`src/rtl/lif_pkg.sv`:
```
// Shared constants and FSM encoding for the time-multiplexed LIF neuron scheduler.
package lif_pkg;

    localparam int unsigned STATE_W           = 8;
    localparam int unsigned DEFAULT_THRESHOLD = 200;

    typedef enum logic [1:0] {
        ST_IDLE  = 2'd0,
        ST_SWEEP = 2'd1,
        ST_STALL = 2'd2,
        ST_DONE  = 2'd3
    } lif_state_t;

endpackage

```
`src/rtl/lif_spike_fifo.sv`:
```
// Small circular FIFO holding neuron indices of pending spike events.
module lif_spike_fifo #(
    parameter int unsigned DEPTH = 2,
    parameter int unsigned WIDTH = 2
) (
    input  logic             clk,
    input  logic             reset,
    input  logic             push,
    input  logic [WIDTH-1:0] push_data,
    input  logic             pop,
    output logic [WIDTH-1:0] pop_data,
    output logic             full,
    output logic             empty
);

    localparam int unsigned PTR_W = (DEPTH > 1) ? $clog2(DEPTH) : 1;
    localparam int unsigned CNT_W = $clog2(DEPTH + 1);

    logic [WIDTH-1:0] entries [DEPTH];
    logic [PTR_W-1:0] wr_ptr;
    logic [PTR_W-1:0] rd_ptr;
    logic [CNT_W-1:0] count;
    logic             do_push;
    logic             do_pop;

    function automatic logic [PTR_W-1:0] ptr_inc(input logic [PTR_W-1:0] p);
        return (p == PTR_W'(DEPTH - 1)) ? '0 : p + PTR_W'(1);
    endfunction

    assign empty    = (count == '0);
    assign full     = (count == CNT_W'(DEPTH));
    assign do_pop   = pop && !empty;
    // A full FIFO still accepts a push when the head leaves in the same cycle.
    assign do_push  = push && (!full || do_pop);
    assign pop_data = empty ? '0 : entries[rd_ptr];

    always_ff @(posedge clk) begin
        if (do_push) begin
            entries[wr_ptr] <= push_data;
        end
    end

    always_ff @(posedge clk or posedge reset) begin
        if (reset) begin
            wr_ptr <= '0;
            rd_ptr <= '0;
            count  <= '0;
        end else begin
            if (do_push) begin
                wr_ptr <= ptr_inc(wr_ptr);
            end
            if (do_pop) begin
                rd_ptr <= ptr_inc(rd_ptr);
            end
            case ({do_push, do_pop})
                2'b10:   count <= count + CNT_W'(1);
                2'b01:   count <= count - CNT_W'(1);
                default: count <= count;
            endcase
        end
    end

endmodule

```
`src/rtl/lif_scheduler.sv`:
```
// Leaky integrate-and-fire scheduler: one sweep per tick updates every neuron in turn
// and queues spike events for a downstream consumer.
module lif_scheduler
    import lif_pkg::*;
#(
    parameter int unsigned N_NEURONS   = 4,
    parameter int unsigned THRESHOLD   = DEFAULT_THRESHOLD,
    parameter int unsigned SPIKE_DEPTH = 2,
    localparam int unsigned IDX_W      = $clog2(N_NEURONS)
) (
    input  logic               clk,
    input  logic               reset,
    input  logic               cur_valid,
    output logic               cur_ready,
    input  logic [IDX_W-1:0]   cur_idx,
    input  logic [STATE_W-1:0] cur_data,
    input  logic               tick,
    output logic               busy,
    output logic               spike_valid,
    input  logic               spike_ready,
    output logic [IDX_W-1:0]   spike_idx,
    output logic               tick_overrun
);

    lif_state_t         state_q;
    lif_state_t         state_d;
    logic [IDX_W-1:0]   ptr_q;
    logic [IDX_W-1:0]   ptr_d;
    logic [STATE_W-1:0] mem [N_NEURONS];
    logic [STATE_W-1:0] cur [N_NEURONS];

    logic [STATE_W-1:0] v_c;
    logic               fire_c;
    logic               upd_c;
    logic               push_c;
    logic               pop_c;
    logic               fifo_full;
    logic               fifo_empty;
    logic               cur_wr_c;

    assign cur_ready   = (state_q == ST_IDLE);
    assign busy        = (state_q != ST_IDLE);
    assign spike_valid = !fifo_empty;
    assign pop_c       = spike_valid && spike_ready;
    assign cur_wr_c    = cur_valid && cur_ready;

    // Integrate with a doubling leak term; wraps modulo 2^STATE_W.
    assign v_c    = STATE_W'(cur[ptr_q] + (mem[ptr_q] << 1));
    assign fire_c = (v_c >= STATE_W'(THRESHOLD));

    always_ff @(posedge clk or posedge reset) begin
        if (reset) begin
            state_q <= ST_IDLE;
            ptr_q   <= '0;
        end else begin
            state_q <= state_d;
            ptr_q   <= ptr_d;
        end
    end

    always_comb begin
        state_d = state_q;
        ptr_d   = ptr_q;
        upd_c   = 1'b0;
        push_c  = 1'b0;
        case (state_q)
            ST_IDLE: begin
                if (tick) begin
                    state_d = ST_SWEEP;
                    ptr_d   = '0;
                end
            end
            ST_SWEEP: begin
                // Hold the neuron untouched until its spike can be queued.
                if (fire_c && fifo_full && !pop_c) begin
                    state_d = ST_STALL;
                end else begin
                    upd_c  = 1'b1;
                    push_c = fire_c;
                    if (ptr_q == IDX_W'(N_NEURONS - 1)) begin
                        state_d = ST_DONE;
                    end else begin
                        ptr_d = ptr_q + IDX_W'(1);
                    end
                end
            end
            ST_STALL: begin
                if (!fifo_full || pop_c) begin
                    state_d = ST_SWEEP;
                end
            end
            ST_DONE: begin
                state_d = ST_IDLE;
            end
            default: begin
                state_d = ST_IDLE;
            end
        endcase
    end

    always_ff @(posedge clk or posedge reset) begin
        if (reset) begin
            for (int i = 0; i < int'(N_NEURONS); i++) begin
                mem[i] <= '0;
                cur[i] <= '0;
            end
        end else begin
            if (cur_wr_c) begin
                cur[cur_idx] <= cur_data;
            end
            if (upd_c) begin
                mem[ptr_q] <= fire_c ? '0 : v_c;
                cur[ptr_q] <= '0;
            end
        end
    end

    always_ff @(posedge clk or posedge reset) begin
        if (reset) begin
            tick_overrun <= 1'b0;
        end else if (tick && busy) begin
            tick_overrun <= 1'b1;
        end
    end

    lif_spike_fifo #(
        .DEPTH (SPIKE_DEPTH),
        .WIDTH (IDX_W)
    ) u_spike_fifo (
        .clk       (clk),
        .reset     (reset),
        .push      (push_c),
        .push_data (ptr_q),
        .pop       (pop_c),
        .pop_data  (spike_idx),
        .full      (fifo_full),
        .empty     (fifo_empty)
    );

endmodule

```
`config.mk`:
```
export PLATFORM = sky130hd
export DESIGN_NAME = lif_scheduler
export DESIGN_NICKNAME = d
export VERILOG_FILES = /design/src/rtl/lif_pkg.sv /design/src/rtl/lif_spike_fifo.sv /design/src/rtl/lif_scheduler.sv
export SDC_FILE = /design/constraint.sdc
export NUM_CORES = 1
export LEC_CHECK = 0
export CORE_MARGIN = 8
export CORE_UTILIZATION = 60
export CTS_BUF_LIST = sky130_fd_sc_hd__clkbuf_16
export DETAILED_ROUTE_END_ITERATION = 8
export PLACE_DENSITY = 0.9
export SYNTH_ARGS = -nofsm -noshare
export SYNTH_HDL_FRONTEND = slang
export SYNTH_SLANG_ARGS = --single-unit
```
`constraint.sdc`:
```
create_clock -name clk -period 5.7 [get_ports clk]
set_clock_uncertainty 0.15 [all_clocks]
set_input_delay 0.855 -clock clk [delete_from_list [all_inputs] [get_ports clk]]
set_output_delay 0.855 -clock clk [all_outputs]
set_load 0.02 [all_outputs]
```
==> flow_summary_export.csv <==
group,metric,value,unit
worst_setup_path,r2r_slack,1.51,ns
floorplanning,die_w,94.2,microns
cells_and_area,clkbuf_count,9,
logic_synthesis,syn-num-nets,322,
worst_hold_path,worst_hold_startpoint,"tick_overrun",
pwr,vdd_ir_drop_max,0.292,mV
floorplanning,num_rows,28,
outcome,status,"finished, final reports clean",
cells_and_area,area_growth,14.3,%
cells_and_area,mostFrequentLayoutCells,"69 x dfrtp_1, 42 x nor2_1, 35 x mux2i_1",
routing,drt-initial-drc-count,212,
logic_synthesis,yosysWarnings,0,
floorplanning,dieArea,8870,sq um
placement,gp_congestion,0.906,
placement,io_buffers,20,
worst_hold_path,whs_endpoint,"tick_overrun",
logic_synthesis,synth.top_cells.by_count,"69 x dfrtp_1, 42 x nor2_1, 35 x mux2i_1",
final_timing,finalSetupViolations,0,
cells_and_area,largestClassByArea,"sequential cells",
worst_setup_path,r2r_end,"u_spike_fifo.count[1]",
cts,cts_root_buf,"clkbuf_16",
cells_and_area,largestRegisters,"cur: 32 flops, mem: 28 flops, u_spike_fifo.entries: 4 flops",
final_timing,layout_min_cycle_time,4.19,ns
cells_and_area,fin_nets,349,
logic_synthesis,synth_top_area_share,47.1,%
final_timing,final-hold-violation-count,0,
routing,final_antenna_net_count,0,
logic_synthesis,ys_ff,73,
global_route,overflow,0,
worst_setup_path,r2r_cells,15,
logic_synthesis,flop_cell,"dfrtp_1",
final_timing,fin_setup_tns,0,ns
logic_synthesis,yosys-top-cells-area,"dfrtp_1 47%, mux2i_1 9.5%, mux4_2 8.6%",
final_timing,tightest_slew,0.953,ns
worst_hold_path,hold_depth,1,
worst_setup_path,regToRegStartpoint,"ptr_q[0]",
cells_and_area,sh_seq_area,44.0,%
cells_and_area,logic_area,1740,sq um
worst_setup_path,critPathMaxFanout,12,
cells_and_area,lay_top_count,"dfrtp_1",
logic_synthesis,yosys.area_share.aoi,12.3,%
logic_synthesis,synth_dominant_cell_count,"dfrtp_1",
metrics by stage:
stage | total power [uW] | cell area, sq um | setup slack (ns) | hold WS (ns)
after floorplan | 1480 | 3670 | 1.88 | 0.301
after global placement | 1700 | 3950 | 1.84 | 0.289
after detailed placement | 1760 | 3950 | 1.56 | 0.298
after CTS | 2240 | 4190 | 1.48 | 0.309
after global routing | 2370 | 4190 | 1.12 | 0.339
final | 2240 | 4190 | 1.51 | 0.304
routing by layer:
metal  track usage (%)  routed length (microns)  vias up
li1                  -                        -     1134
met1              25.0                     3300     1258
met2              34.9                     4300       93
met3              3.20                      535       16
met4              11.8                      185        0
met5                 0                        0        -
power by group:
group,switching [uW],leakage [uW],internal (uW)
clock network,194,0.000132,282
logic,546,0.000888,394
registers,147,0.000956,680
total,887,0.00198,1360
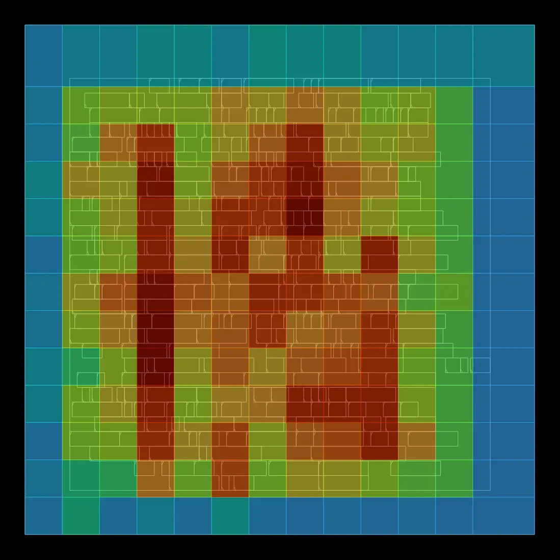
(images/final_congestion.png)
GR Layer Usage met3: 3.20%
DR WL/cell: 20.8 microns

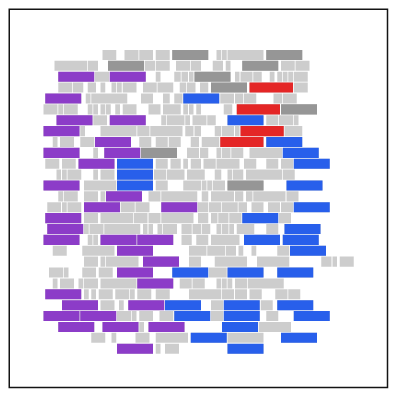
(images/registers.png)
(4 px per micron)
| colour | name in the netlist | placed flops |
|---|---|---|
| blue | `mem` | 28 |
| purple | `cur` | 32 |
| red | `u_spike_fifo.entries` | 4 |

Power figures rest on the tool's default switching activity, not on a simulated workload.
